File: config.mk
export PLATFORM = sky130hd
export DESIGN_NAME = cache_ctrl
export DESIGN_NICKNAME = d
export VERILOG_FILES = /design/src/rtl/cache_ctrl_pkg.sv /design/src/rtl/cache_stat.sv /design/src/rtl/cache_ctrl.sv
export SDC_FILE = /design/constraint.sdc
export NUM_CORES = 1
export LEC_CHECK = 0
export CORE_AREA = 4 4 161 163
export CTS_BUF_LIST = sky130_fd_sc_hd__clkbuf_4 sky130_fd_sc_hd__clkbuf_8
export CTS_CLUSTER_DIAMETER = 80
export CTS_CLUSTER_SIZE = 30
export DETAILED_ROUTE_END_ITERATION = 12
export DIE_AREA = 0 0 165 167
export MAX_ROUTING_LAYER = met4
export PLACE_DENSITY_LB_ADDON = 0.1
export SYNTH_ARGS = -nofsm -noshare
export SYNTH_HDL_FRONTEND = slang
export SYNTH_HIERARCHICAL = 1
export SYNTH_SLANG_ARGS = --single-unit
export TNS_END_PERCENT = 10
File: constraint.sdc
create_clock -name clk -period 9.2 [get_ports clk]
set_input_delay 1.84 -clock clk [delete_from_list [all_inputs] [get_ports clk]]
set_output_delay 1.84 -clock clk [all_outputs]
set_load 0.005 [all_outputs]
File: src/rtl/cache_ctrl_pkg.sv
// rtl/cache_ctrl_pkg.sv - shared geometry, FSM states and request record for cache_ctrl
package cache_ctrl_pkg;
    localparam int CACHE_DEPTH = 1024;
    localparam int CIDX_W      = $clog2(CACHE_DEPTH);
    localparam int CTAG_W      = 32 - CIDX_W - 2;

    typedef enum logic [1:0] {
        LOOKUP,
        WBACK,
        REFILL,
        FILL
    } cache_state_e;

    typedef struct packed {
        logic        wr;
        logic [1:0]  size;
        logic [31:0] addr;
        logic [31:0] wdata;
    } cache_req_t;
endpackage

File: src/rtl/cache_stat.sv
// rtl/cache_stat.sv - saturating hit/miss/write-back event counters
module cache_stat (
    input  logic        clk,
    input  logic        rst,
    input  logic        i_hit,
    input  logic        i_miss,
    input  logic        i_wb,
    output logic [31:0] o_hit,
    output logic [31:0] o_miss,
    output logic [31:0] o_wb
);
    logic [31:0] r_hit, r_miss, r_wb;

    always_ff @(posedge clk or posedge rst) begin
        if (rst) begin
            r_hit  <= '0;
            r_miss <= '0;
            r_wb   <= '0;
        end else begin
            if (i_hit && !(&r_hit))
                r_hit <= r_hit + 32'd1;
            if (i_miss && !(&r_miss))
                r_miss <= r_miss + 32'd1;
            if (i_wb && !(&r_wb))
                r_wb <= r_wb + 32'd1;
        end
    end

    assign o_hit  = r_hit;
    assign o_miss = r_miss;
    assign o_wb   = r_wb;
endmodule

File: src/rtl/cache_ctrl.sv
// rtl/cache_ctrl.sv - miss handler for a direct-mapped cache group; CACHE_STAT_EN adds event counters
module cache_ctrl
    import cache_ctrl_pkg::*;
#(
    parameter int MEM_TIMEOUT_W = 0
) (
    input  logic              clk,
    input  logic              rst,
    input  logic              cpu_req,
    input  logic              cpu_wr,
    input  logic [1:0]        cpu_size,
    input  logic [31:0]       cpu_addr,
    input  logic [31:0]       cpu_wdata,
    output logic [31:0]       cpu_rdata,
    output logic              cpu_stall,
    output logic [31:0]       grp_addr,
    output logic [1:0]        grp_size,
    input  logic              grp_hit,
    output logic              grp_rep,
    output logic              grp_we,
    output logic              grp_wp,
    output logic              grp_wm,
    output logic              grp_wd,
    output logic [31:0]       grp_data_w,
    input  logic              grp_need_r,
    input  logic [CTAG_W-1:0] grp_ctag_r,
    input  logic [31:0]       grp_data_r,
    output logic              mem_req,
    output logic              mem_wr,
    output logic [31:0]       mem_addr,
    output logic [31:0]       mem_wdata,
    input  logic [31:0]       mem_rdata,
    input  logic              mem_ack,
    output logic [31:0]       stat_hit,
    output logic [31:0]       stat_miss,
    output logic [31:0]       stat_wb
);
    cache_state_e r_state;
    cache_req_t   r_req;
    logic         r_replay;
    logic [31:0]  r_vic_addr, r_vic_data, r_fill_data;

    logic         w_req, w_wr, w_lookup, w_fill, w_hit, w_miss, w_wd_expire;
    logic [1:0]   w_size;
    logic [31:0]  w_addr, w_wdata;

    // A pending replay takes priority over the live CPU inputs.
    assign w_req    = (r_replay | cpu_req) & ~rst;
    assign w_wr     = r_replay ? r_req.wr    : cpu_wr;
    assign w_size   = r_replay ? r_req.size  : cpu_size;
    assign w_addr   = r_replay ? r_req.addr  : cpu_addr;
    assign w_wdata  = r_replay ? r_req.wdata : cpu_wdata;
    assign w_lookup = (r_state == LOOKUP);
    assign w_fill   = (r_state == FILL);
    assign w_hit    = w_lookup & w_req & grp_hit;
    assign w_miss   = w_lookup & w_req & ~grp_hit;

    assign cpu_rdata  = grp_data_r;
    assign cpu_stall  = rst | ~w_lookup | w_miss;
    assign grp_addr   = w_lookup ? w_addr : r_req.addr;
    assign grp_size   = w_lookup ? w_size : r_req.size;
    assign grp_we     = (w_hit & w_wr) | w_fill;
    assign grp_wp     = w_fill;
    assign grp_rep    = w_fill;
    assign grp_wm     = w_fill;
    assign grp_wd     = w_hit & w_wr;
    assign grp_data_w = w_fill ? r_fill_data : w_wdata;

    assign mem_req   = (r_state == WBACK) | (r_state == REFILL);
    assign mem_wr    = (r_state == WBACK);
    assign mem_addr  = mem_wr ? r_vic_addr : {r_req.addr[31:2], 2'b00};
    assign mem_wdata = r_vic_data;

    always_ff @(posedge clk or posedge rst) begin
        if (rst) begin
            r_state     <= LOOKUP;
            r_req       <= '0;
            r_replay    <= 1'b0;
            r_vic_addr  <= '0;
            r_vic_data  <= '0;
            r_fill_data <= '0;
        end else if (w_wd_expire) begin
            r_state  <= LOOKUP;
            r_replay <= 1'b0;
        end else begin
            case (r_state)
                LOOKUP: begin
                    if (w_miss) begin
                        r_req      <= {w_wr, w_size, w_addr, w_wdata};
                        r_vic_addr <= {grp_ctag_r, w_addr[CIDX_W+1:2], 2'b00};
                        r_vic_data <= grp_data_r;
                        r_replay   <= 1'b0;
                        r_state    <= grp_need_r ? WBACK : REFILL;
                    end else if (w_hit) begin
                        r_replay <= 1'b0;
                    end
                end
                WBACK: begin
                    if (mem_ack)
                        r_state <= REFILL;
                end
                REFILL: begin
                    if (mem_ack) begin
                        r_fill_data <= mem_rdata;
                        r_state     <= FILL;
                    end
                end
                FILL: begin
                    r_replay <= 1'b1;
                    r_state  <= LOOKUP;
                end
                default: r_state <= LOOKUP;
            endcase
        end
    end

    generate
        if (MEM_TIMEOUT_W > 0) begin : g_wd
            logic [MEM_TIMEOUT_W-1:0] r_wd_cnt;
            assign w_wd_expire = mem_req & ~mem_ack & (&r_wd_cnt);
            always_ff @(posedge clk or posedge rst) begin
                if (rst)
                    r_wd_cnt <= '0;
                else if (!mem_req || mem_ack || w_wd_expire)
                    r_wd_cnt <= '0;
                else
                    r_wd_cnt <= r_wd_cnt + 1'b1;
            end
        end else begin : g_no_wd
            assign w_wd_expire = 1'b0;
        end
    endgenerate

`ifdef CACHE_STAT_EN
    cache_stat u_stat (
        .clk    (clk),
        .rst    (rst),
        .i_hit  (w_hit & ~r_replay),
        .i_miss (w_miss),
        .i_wb   (mem_wr & mem_ack),
        .o_hit  (stat_hit),
        .o_miss (stat_miss),
        .o_wb   (stat_wb)
    );
`else
    assign stat_hit  = '0;
    assign stat_miss = '0;
    assign stat_wb   = '0;
`endif
endmodule

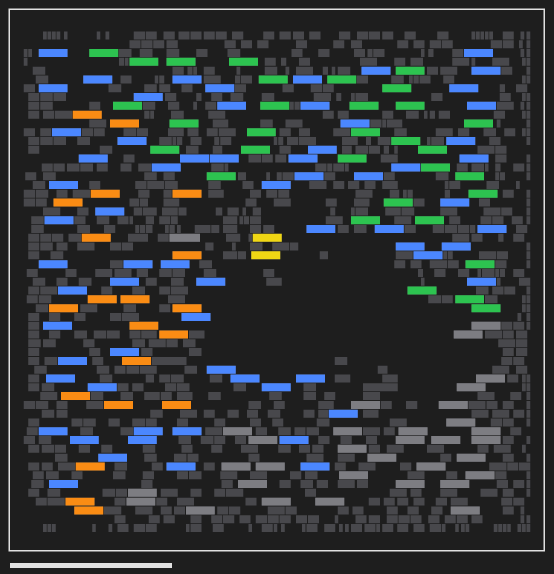
(images/flops_by_reg.png)
Scale bar: 50 µm. Other sequential cells in the stronger gray, the rest of the logic in the fainter gray.
legend:
  green:
    signal: r_fill_data
    placed_flops: 32
  yellow:
    signal: r_state
    placed_flops: 2
  orange:
    signal: r_vic_addr
    placed_flops: 20
  blue:
    signal: r_req
    placed_flops: 67
    where: all over the die
not colored: 33
sequential cell area: 3855 µm²
power in sequential cells: 0.00119 W
Seq/total area: 32.58%
final core occ: 48.66%

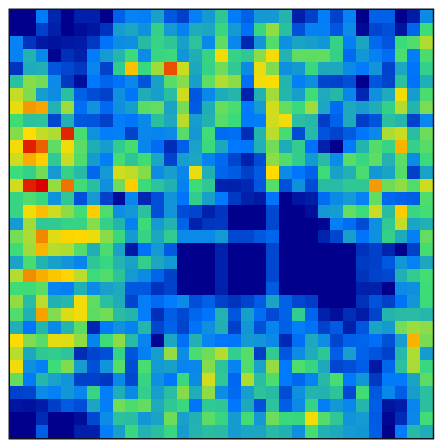
(images/metal_density.png)
The die is cut into 33 by 33 equal tiles; dark blue is low, red is high, scaled to the fullest tile. Values are wire area over tile area, all layers added.
densest ninth of the die: middle left
tiles over half the peak: 20%
nearly empty tiles: 8.5%
Total GRT Usage: 16.52%
Routed WL: 22.61 mm

==> flow_summary_export.csv <==
group,metric,value,unit
cells_and_area,flop-count,154,
drt,routed.top_layer,"met4",
grt,grt_max_degree,83,
run_status,status,"completed",
clock_network,cts_tree,"yes",
cells_and_area,diodes,0,
yosys,synth_seq_share,44.94,%
yosys,ys_sh_xor,0,%
critical_path,critical_path_class,"in2out",
cells_and_area,nonClkBufAreaFrac,27.91,%
worst_hold_path,min_from,"r_req[66]",
grt,grt_pass1_vias,5774,
power_and_ir_drop,power_leader,"combinational cells",
floorplan,fp_util,35.26,%
drt,wl_met3,2.271,mm
place,hpwl,16.40,mm
yosys,yosys_area,8576,µm²
place,dp_slack,3541,ps
grt,grt_pass1_wl,33.87,mm
grt,grtUsageMet1,18.57,%
cells_and_area,area.growth.synth_to_final,37.99,%
power_and_ir_drop,p_int,0.002569,W
critical_path,crit_buf_inv,3,
clock_network,hold_buffers,0,
cells_and_area,mostFrequentLayoutCell,"clkdlybuf4s50_1",
floorplan,die_h,167,µm
critical_path,slowest_stage,"inv_6",
worst_hold_path,worstHoldPathType,"reg2reg",
drt,drtIter0Drc,162,
yosys,synth_top_flop_cell,"dfrtp_1",
power_and_ir_drop,combPwrFrac,53.0,%
power_and_ir_drop,p_seq_share,32.0,%
floorplan,core_area,24320,µm²
timing,finClkSkew,20.02,ps
floorplan,fp.dieW,165,µm
cells_and_area,comb_share,32.31,%
yosys,synth.area.top_cells,"dfrtp_1 45%, mux2_2 17%, mux2_4 14%",
timing,clock.fmax,180.3,MHz
power_and_ir_drop,switchingPower,0.001150,W
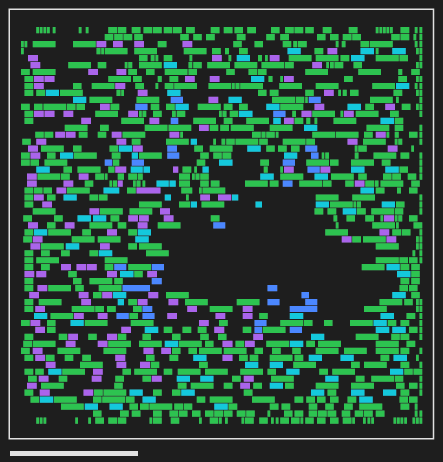
(images/sizes.png)
Scale bar: 50 µm.
legend:
  purple:
    size: _2 cells
    cells: 132
    most_used: mux2_2
  green:
    size: _0 and _1 cells
    cells: 693
    most_used: clkdlybuf4s50_1
  cyan:
    size: _3 and _4 cells
    cells: 94
    most_used: mux2_4
  blue:
    size: _6 and larger
    cells: 30
    most_used: clkbuf_8

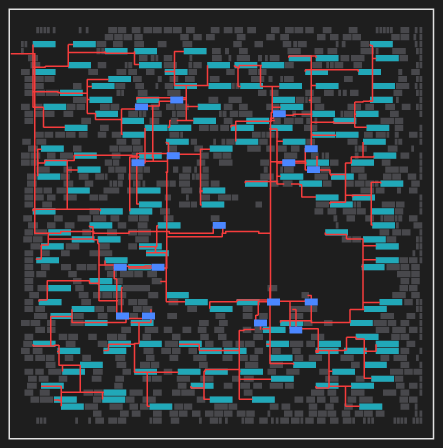
(images/clk_routes.png)
legend:
  blue:
    item: clock drivers
    count: 17
  cyan:
    item: flip-flops
    count: 154
  red:
    item: clock wires
    length: 2,230 µm
routed clock nets: 18

Power figures rest on the tool's default switching activity, not on a simulated workload.
